==> config.mk <==
export PLATFORM = sky130hd
export DESIGN_NAME = lookup_table_writer
export DESIGN_NICKNAME = d
export VERILOG_FILES = /design/src/rtl/lookup_table_writer.sv
export SDC_FILE = /design/constraint.sdc
export NUM_CORES = 1
export LEC_CHECK = 0
export CAP_MARGIN = 20
export CORE_ASPECT_RATIO = 0.5
export CORE_MARGIN = 3
export CORE_UTILIZATION = 42
export CTS_BUF_LIST = sky130_fd_sc_hd__clkbuf_8
export CTS_CLUSTER_SIZE = 25
export DETAILED_ROUTE_END_ITERATION = 16
export MAX_ROUTING_LAYER = met4
export PLACE_DENSITY = 0.95
export SLEW_MARGIN = 20
export SYNTH_ARGS = -nofsm -noshare
export SYNTH_HDL_FRONTEND = slang
export SYNTH_SLANG_ARGS = --single-unit
==> constraint.sdc <==
create_clock -name clk -period 6.8 [get_ports clk]
set_input_delay 1.36 -clock clk [delete_from_list [all_inputs] [get_ports clk]]
set_output_delay 1.36 -clock clk [all_outputs]
set_load 0.005 [all_outputs]
==> src/rtl/lookup_table_writer.sv <==
// Datapath-side writer for an external dual-port table: port 0 carries registered
// datapath writes, port 1 serves host reads/writes with forwarding from port 0.
module lookup_table_writer #(
  parameter int DATA_W  = 32,
  parameter int ADDR_W  = 8,
  parameter int COUNT_W = 16
) (
  input  logic                clk,
  input  logic                rst,
  input  logic                run,
  input  logic                running,
  input  logic                valid,
  input  logic [DATA_W/8-1:0] wstrb,
  input  logic [ADDR_W-1:0]   addr,
  input  logic [DATA_W-1:0]   wdata,
  output logic                rvalid,
  output logic [DATA_W-1:0]   rdata,
  input  logic [DATA_W-1:0]   in0,
  input  logic [DATA_W-1:0]   in1,
  input  logic [DATA_W-1:0]   in2,
  output logic [DATA_W-1:0]   out0,
  output logic [ADDR_W-1:0]   ext_dp_addr_0_port_0,
  output logic [DATA_W-1:0]   ext_dp_out_0_port_0,
  input  logic [DATA_W-1:0]   ext_dp_in_0_port_0,
  output logic                ext_dp_enable_0_port_0,
  output logic                ext_dp_write_0_port_0,
  output logic [ADDR_W-1:0]   ext_dp_addr_0_port_1,
  output logic [DATA_W-1:0]   ext_dp_out_0_port_1,
  input  logic [DATA_W-1:0]   ext_dp_in_0_port_1,
  output logic                ext_dp_enable_0_port_1,
  output logic                ext_dp_write_0_port_1
);

  localparam logic [COUNT_W-1:0] CNT_MAX = '1;

  logic                w_sample;
  logic                w_host_wr;
  logic                w_host_rd;
  logic                w_p0_hit;
  logic                w_unused;

  logic [ADDR_W-1:0]   r_p0_addr;
  logic [DATA_W-1:0]   r_p0_data;
  logic                r_p0_we;
  logic [COUNT_W-1:0]  r_count;
  logic [ADDR_W-1:0]   r_p1_addr;
  logic [DATA_W-1:0]   r_p1_data;
  logic                r_p1_we;
  logic                r_p1_rd;
  logic                r_rvalid;
  logic                r_fwd;
  logic [DATA_W-1:0]   r_fwd_data;

  assign w_sample  = running & ~run;
  assign w_host_wr = valid & (|wstrb);
  assign w_host_rd = valid & ~(|wstrb);
  // Port 0 write this cycle targets the same word as port 1.
  assign w_p0_hit  = r_p0_we && (r_p0_addr == r_p1_addr);
  assign w_unused  = ^{ext_dp_in_0_port_0, in0[DATA_W-1:ADDR_W], in2[DATA_W-1:1]};

  always_ff @(posedge clk or posedge rst) begin
    if (rst) begin
      r_p0_addr  <= '0;
      r_p0_data  <= '0;
      r_p0_we    <= 1'b0;
      r_count    <= '0;
      r_p1_addr  <= '0;
      r_p1_data  <= '0;
      r_p1_we    <= 1'b0;
      r_p1_rd    <= 1'b0;
      r_rvalid   <= 1'b0;
      r_fwd      <= 1'b0;
      r_fwd_data <= '0;
    end else begin
      r_p0_we <= w_sample & in2[0];
      if (w_sample) begin
        r_p0_addr <= in0[ADDR_W-1:0];
        r_p0_data <= in1;
      end
      if (run) begin
        r_count <= '0;
      end else if (r_p0_we && (r_count != CNT_MAX)) begin
        r_count <= r_count + 1'b1;
      end
      if (valid) begin
        r_p1_addr <= addr;
      end
      if (w_host_wr) begin
        r_p1_data <= wdata;
      end
      r_p1_we  <= w_host_wr;
      r_p1_rd  <= w_host_rd;
      r_rvalid <= r_p1_rd;
      // Memory returns pre-write data on a same-cycle collision, so capture port 0 data.
      r_fwd    <= r_p1_rd & w_p0_hit;
      if (r_p1_rd) begin
        r_fwd_data <= r_p0_data;
      end
    end
  end

  always_comb begin
    ext_dp_addr_0_port_0   = r_p0_addr;
    ext_dp_out_0_port_0    = r_p0_data;
    ext_dp_write_0_port_0  = r_p0_we;
    ext_dp_enable_0_port_0 = r_p0_we;

    ext_dp_addr_0_port_1   = r_p1_addr;
    ext_dp_out_0_port_1    = r_p1_data;
    ext_dp_write_0_port_1  = r_p1_we & ~w_p0_hit;
    ext_dp_enable_0_port_1 = (r_p1_we & ~w_p0_hit) | r_p1_rd;

    rvalid = r_rvalid;
    rdata  = '0;
    if (r_rvalid) begin
      rdata = r_fwd ? r_fwd_data : ext_dp_in_0_port_1;
    end

    out0              = '0;
    out0[COUNT_W-1:0] = r_count;
  end

endmodule

Routed metal, one color a layer:
Scale: 3 px per um. Two of the layers only.
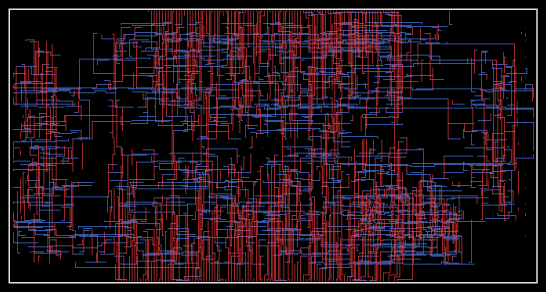
[M2] red | wire length: 8980 um
[M1] blue | wire length: 6570 um
gr usage total: 0.215
via count: 4475
WL final: 16600 um

The metal 3 layer:
Scale: 3 px per um.
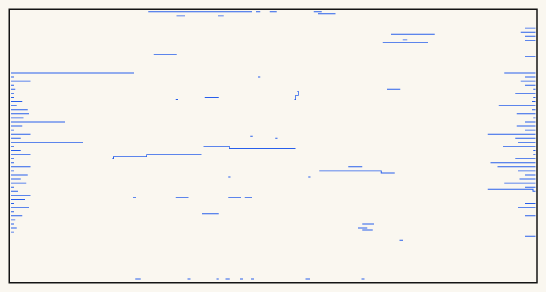
nets with wire on the layer: 104
share of all routed wire: 3.7%
wire length on this layer: 620 um
longest straight run: 40.7 um
GR Util met3: 0.0369

==> out/qor.yml <==
status: "completed"
rows: 30
hold_path_depth: 1
gp_congestion: 0.853
p_total_w: 0.00199
synthDistinctLibCells: 41
yosys_register_bits: 133
hold_viol: 0
critical_path.cell_chain: "clkdlybuf4s50_1, mux2i_1, nor2b_1, clkdlybuf4s50_1"
cp_num_buf_inv: 2
fin_crit_sh: 0.583
die_x_um: 175
drive_gt1_frac: 0.221
ys_area_sq_um: 6030
grt_pass1_wl_um: 26300
cts_buffer_depth: 2
clock.latency.late_pin_ns: 0.42
yosysWarnings: 0
die_h_um: 90.7
skew_ns: 0.0221
io_pins: 358
core_area_sq_um: 13800
r2r-start: "r_count[1]"
grt_pass1_vias: 4909
cts_made_buffers: 17
fill_cells: 1022
## power by group through the flow
stage / clock (W) / combinational (W) / sequential (W)
floorplan: 0 / 0.000168 / 0.000990
global placement: 0 / 0.000390 / 0.000996
detailed placement: 0 / 0.000404 / 0.00101
CTS: 0.000612 / 0.000406 / 0.000991
global route: 0.000655 / 0.000428 / 0.00101
finish: 0.000596 / 0.000399 / 0.000990
## metrics by stage
step	area [sq um]	hold WS, ns
after detailed placement	8660	0.496
after global placement	8660	0.486
after CTS	9020	0.515
after floorplan	6080	0.352
final	9020	0.511
after global routing	9020	0.524
## cells in the mapped netlist (4+ instances only)
cell        n
or4_1       6
and2_1      6
inv_1       6
buf_2      13
mux2_2    112
nor2b_1    36
nor2_1      8
o31ai_1     5
a31oi_1     4
xnor2_1     6
clkbuf_1    9
mux2i_1    33
a21oi_1    10
nand2_1     7
buf_4      19
dfrtp_1   133
## final cells by class
type                       count  area [sq um]  share of cell area
clock buffer                  18           248              0.0275
inverter                       6          27.5             0.00305
timing repair buffer         258          2570               0.285
multi-input combinational    286          2490               0.277
clock inverter                14           106              0.0118
sequential                   133          3330               0.369
tap                          192           240              0.0266
## cells by family (layout without fill, tap and decap cells)
kind of cell    after synthesis  after routing  share of synthesized area
compound gates               25             25                     0.0268
xor+xnor                      8              8                     0.0116
fa+ha+maj                     1              1                    0.00208
buf+inv                      48            296                     0.0444
flops                       133            133                      0.552
mux                         149            149                      0.272
other cells                   1             16                   0.000622
simple gates                 87             87                     0.0899
## sequential cells by signal, indices dropped and copies added (netlist names)
signal                  flops
ext_dp_addr_0_port_1        8
r_count                    16
ext_dp_out_0_port_1        32
ext_dp_out_0_port_0        32
r_fwd                       1
r_fwd_data                 32
rvalid                      1
r_p1_rd                     1
r_p1_we                     1
ext_dp_enable_0_port_0      1
ext_dp_addr_0_port_0        8
## worst reg2reg max path: stages, from the launching register on
cell     delay (ns)
dfrtp_1        0.41
ha_1           0.26
and2_1         0.26
nand3_2        0.15
or4_1          0.44
a21oi_1        0.18
## path summary, 6_finish.rpt
check                                                to  slack [ns]
worst max-delay path                          rdata[12]        2.84
worst min-delay path             ext_dp_out_0_port_1[7]        0.51
worst max register to register              r_count[12]        5.01
worst min register to register   ext_dp_out_0_port_1[7]        0.51
max in group asynchronous                         r_fwd        3.97
min in group asynchronous       ext_dp_out_0_port_1[31]        1.41
## metal layers
| layer | GRT usage | share of wire |
|---|---|---|
| met1 | 0.241 | 0.40 |
| met2 | 0.387 | 0.54 |
| met3 | 0.0369 | 0.037 |
| met4 | 0.0809 | 0.024 |
| met5 | - | 0 |
Power figures rest on the tool's default switching activity, not on a simulated workload.
